--- config.mk ---
export PLATFORM = sky130hd
export DESIGN_NAME = entropy_conditioner
export DESIGN_NICKNAME = d
export VERILOG_FILES = /design/src/rtl/entropy_conditioner.sv
export SDC_FILE = /design/constraint.sdc
export NUM_CORES = 1
export LEC_CHECK = 0
export ABC_AREA = 1
export CAP_MARGIN = 20
export CORE_UTILIZATION = 30
export CTS_CLUSTER_SIZE = 40
export DETAILED_ROUTE_END_ITERATION = 6
export SLEW_MARGIN = 20
export SYNTH_ARGS = -nofsm -noshare
export SYNTH_HDL_FRONTEND = slang
export SYNTH_SLANG_ARGS = --single-unit
--- constraint.sdc ---
create_clock -name clk -period 1.2 [get_ports clk]
set_input_delay 0.18 -clock clk [delete_from_list [all_inputs] [get_ports clk]]
set_output_delay 0.18 -clock clk [all_outputs]
set_load 0.02 [all_outputs]
--- src/rtl/entropy_conditioner.sv ---
// entropy_conditioner: synchronises and decimates a raw noise bit, debiases it with a von Neumann extractor
// and runs a repetition-count health test; `define ENTROPY_STATS_EN adds the emit_count output.
module entropy_conditioner #(
    parameter int SYNC_STAGES = 2,
    parameter int SAMPLE_DIV  = 4,
    parameter int REP_LIMIT   = 16
) (
    input  logic        clk,
    input  logic        rst,
    input  logic        enable,
    input  logic        raw_in,
    input  logic        fault_clr,
    output logic        entropy,
    output logic        entropy_valid,
`ifdef ENTROPY_STATS_EN
    output logic [15:0] emit_count,
`endif
    output logic        fault
);
    localparam int DW = SAMPLE_DIV > 1 ? $clog2(SAMPLE_DIV) : 1;
    localparam int RW = $clog2(REP_LIMIT + 1);
    typedef enum logic {IDLE, HAVE_FIRST} state_t;
    state_t state, state_next;
    logic [SYNC_STAGES-1:0] sync;
    logic [DW-1:0] div_cnt;
    logic [RW-1:0] rep_cnt, rep_next;
    logic s_raw, strobe, first, last, have_last, trip, emit;
    assign s_raw  = sync[SYNC_STAGES-1];
    assign strobe = enable && div_cnt == DW'(SAMPLE_DIV - 1);
    always_comb begin
        rep_next   = (have_last && s_raw == last) ? (rep_cnt == RW'(REP_LIMIT) ? rep_cnt : rep_cnt + RW'(1)) : RW'(1);
        trip       = strobe && rep_next == RW'(REP_LIMIT);
        // a trip on the completing strobe outranks the emission
        emit       = strobe && state == HAVE_FIRST && s_raw != first && !fault && !trip && !fault_clr;
        state_next = (!enable || fault || fault_clr) ? IDLE :
                     strobe ? (state == IDLE ? HAVE_FIRST : IDLE) : state;
    end
    always_ff @(posedge clk) begin
        if (rst) begin
            sync          <= '0;
            div_cnt       <= '0;
            state         <= IDLE;
            first         <= 1'b0;
            last          <= 1'b0;
            have_last     <= 1'b0;
            rep_cnt       <= '0;
            fault         <= 1'b0;
            entropy       <= 1'b0;
            entropy_valid <= 1'b0;
        end else begin
            sync          <= {sync[SYNC_STAGES-2:0], raw_in};
            div_cnt       <= (!enable || div_cnt == DW'(SAMPLE_DIV - 1)) ? '0 : div_cnt + DW'(1);
            state         <= state_next;
            if (state == IDLE && strobe)
                first <= s_raw;
            if (fault_clr || !enable) begin
                rep_cnt   <= '0;
                have_last <= 1'b0;
            end else if (strobe) begin
                rep_cnt   <= rep_next;
                last      <= s_raw;
                have_last <= 1'b1;
            end
            fault         <= !fault_clr && (fault || trip);
            entropy       <= emit && first;
            entropy_valid <= emit;
        end
    end
`ifdef ENTROPY_STATS_EN
    always_ff @(posedge clk) begin
        if (rst)
            emit_count <= '0;
        else if (entropy_valid && emit_count != 16'hFFFF)
            emit_count <= emit_count + 16'd1;
    end
`endif
endmodule

Power grid:
Scale: 6 px per um. Pins as bars on the die edge.
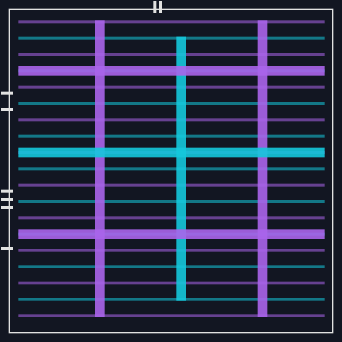
[VDD] cyan
[VSS] purple
signal pins: 8
met4 straps: 3
DIE WIDTH: 53.67 um
Die Y: 53.67 um

Signal wires by layer:
Scale: 10 px per um.
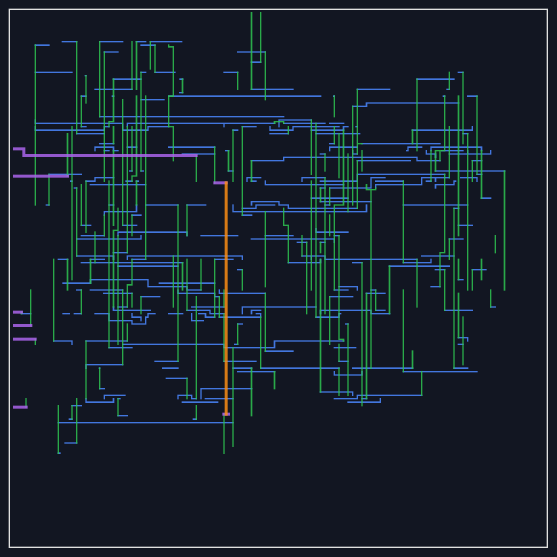
[metal 2] green | wire length: 842 um
[metal 3] purple | wire length: 31.0 um
[metal 4] orange | wire length: 23.1 um
[metal 1] blue | wire length: 728 um
DR vias: 732
final WL: 1.623 mm
Total Routing Usage GR: 12.56%
WL/cell: 9.777 um

==> results.cfg <==
; yosys + openroad results
[worst_setup_path]
r2r_slack_ns = -0.12
slowest_delay_ns = 0.39
reg2regPathDepth = 12
path_max_fanout = 3
worst_setup_path_end_kind = flop
cp.depth = 12
startpoint = rep_cnt[0]
crit_arrival_ns = 1.51
setup.worst_path.start_class = flop
required_ns = 1.39
cpMostUsedCell = nand2_2
crit_chain = inv_4, ha_4, nand2_4, inv_4, nand2_4, nand2_2, nand2_2, nand2_2, nor2_2, nand2_2, nand3_2, nor2_1
path_class = reg2reg
cp_top_family = simple AND/OR/NAND/NOR gates
critPathCapture = entropy

[detailed_routing]
drt_iter0_markers = 2
drtAntennaViolNets = 0
top_layer = met4
drc_errors = 0
wl_met1_um = 727
dr.pass1.iters = 3
routed-wl-met2_um = 841

[power]
p_seq_mw = 0.539
ir_drop_mv = 0.5579
combPwrFrac_pct = 6.4
seqPwrFrac_pct = 56.7
comb-power_mw = 0.0604
power_density_nw_per_um2 = 795.6
sw_frac_of_total_pct = 20.88
power_mw = 0.9506
power_leader = sequential cells
p_sw_mw = 0.1985

[clock_tree]
root_buffer = clkbuf_4
ctsResizeCount = 10
htreeDepth = 1
clk_pin_slew_ns = 0.09
cts_tree = yes

[floorplan]
fp_util_pct = 32.03
dieArea_um2 = 2880
core-area_um2 = 2500

[min_path]
min_to = sync[0]
hp-class = in2reg
min_path_cells = 3

[final_timing]
post-route-period-util_pct = 109.9
fin_crit_ns = 1.319
tightest_slew_ns = 0.2578
hold_ws_ns = 0.4064
clock.fmax_mhz = 758.3
setup_slack_ns = -0.1187
setup_viol = 4

[synthesis]
top_cells_by_area = dfxtp_1 (40%), nand2_1 (8.4%), inv_1 (8.0%)
most_common_cell = nand2_1
synth-async-reset-ratio_pct = 0
ys_ff = 16
synth_top_cell_by_area = dfxtp_1
syn_avg_cell_area_um2 = 7.554
synth-seq-area-share_pct = 40.00
top_cells_by_count = nand2_1 (18), inv_1 (17), dfxtp_1 (16)
ys_sh_simple_pct = 33.13
ys_types = 24
synth_top_area_share_pct = 40.00
ys_cells = 106
fp_nets = 114
ys_sh_xor_pct = 0
muxShareOfSynthArea_pct = 0
ys_area_um2 = 800.8

[cells_and_area]
regArea_um2 = 331.6
signal_buffers = 27
nonClockInverterCount = 21
finalNetCount = 145
lay_top_cells = buf_4 (18), inv_1 (15), nand2_1 (12), nor2_1 (12), dfxtp_1 (11)
nonClkBufAreaFrac_pct = 18.85
final_core_util_pct = 47.80
seq_cells = 16
largest-register = rep_cnt
top_regs = rep_cnt (5), div_cnt (2), sync (2)
area_growth_syn_to_layout_pct = 49.22
diodes = 0
logic_gates = 68
nClkBuffers = 4
fillerInstances = 252

[global_route]
antenna_found_initial = 0
first_global_vias = 644
met1_usage_pct = 14.63
met3_usage_pct = 2.542
busiest_layer = met2
gr-total-overflow = 0

[placement]
gp_congestion = 0.8006
placedCellCount = 157
pre_cts_ws_ns = -0.2155
io_buffer_count = 7

[run_status]
violations = negative setup slack
status = finished, violations left
Logic cells by family:
Scale: 4 px per um.
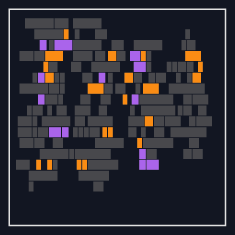
[aoi and oai cells] purple | cells: 13
[nor cells] orange | cells: 21
final cell count without fillers: 166
logic share of the area: 39.79%
highest-count logic cell in the final layout: buf_4

Clock wires, drivers and flops:
Scale: 4 px per um.
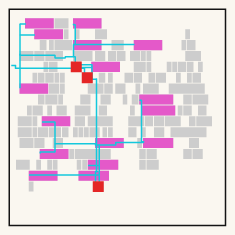
[flip-flops] magenta | count: 16
[clock wires] cyan | length: 204 um
[clock drivers] red | count: 3
routed clock nets: 4
Clock Power Share: 36.9%
clk_skew: 0.004281 ns
Power Clock: 0.351 mW
Late-Pin Clk Latency: 0.28 ns

No activity file was given, so power comes from the tool's default toggle rates.
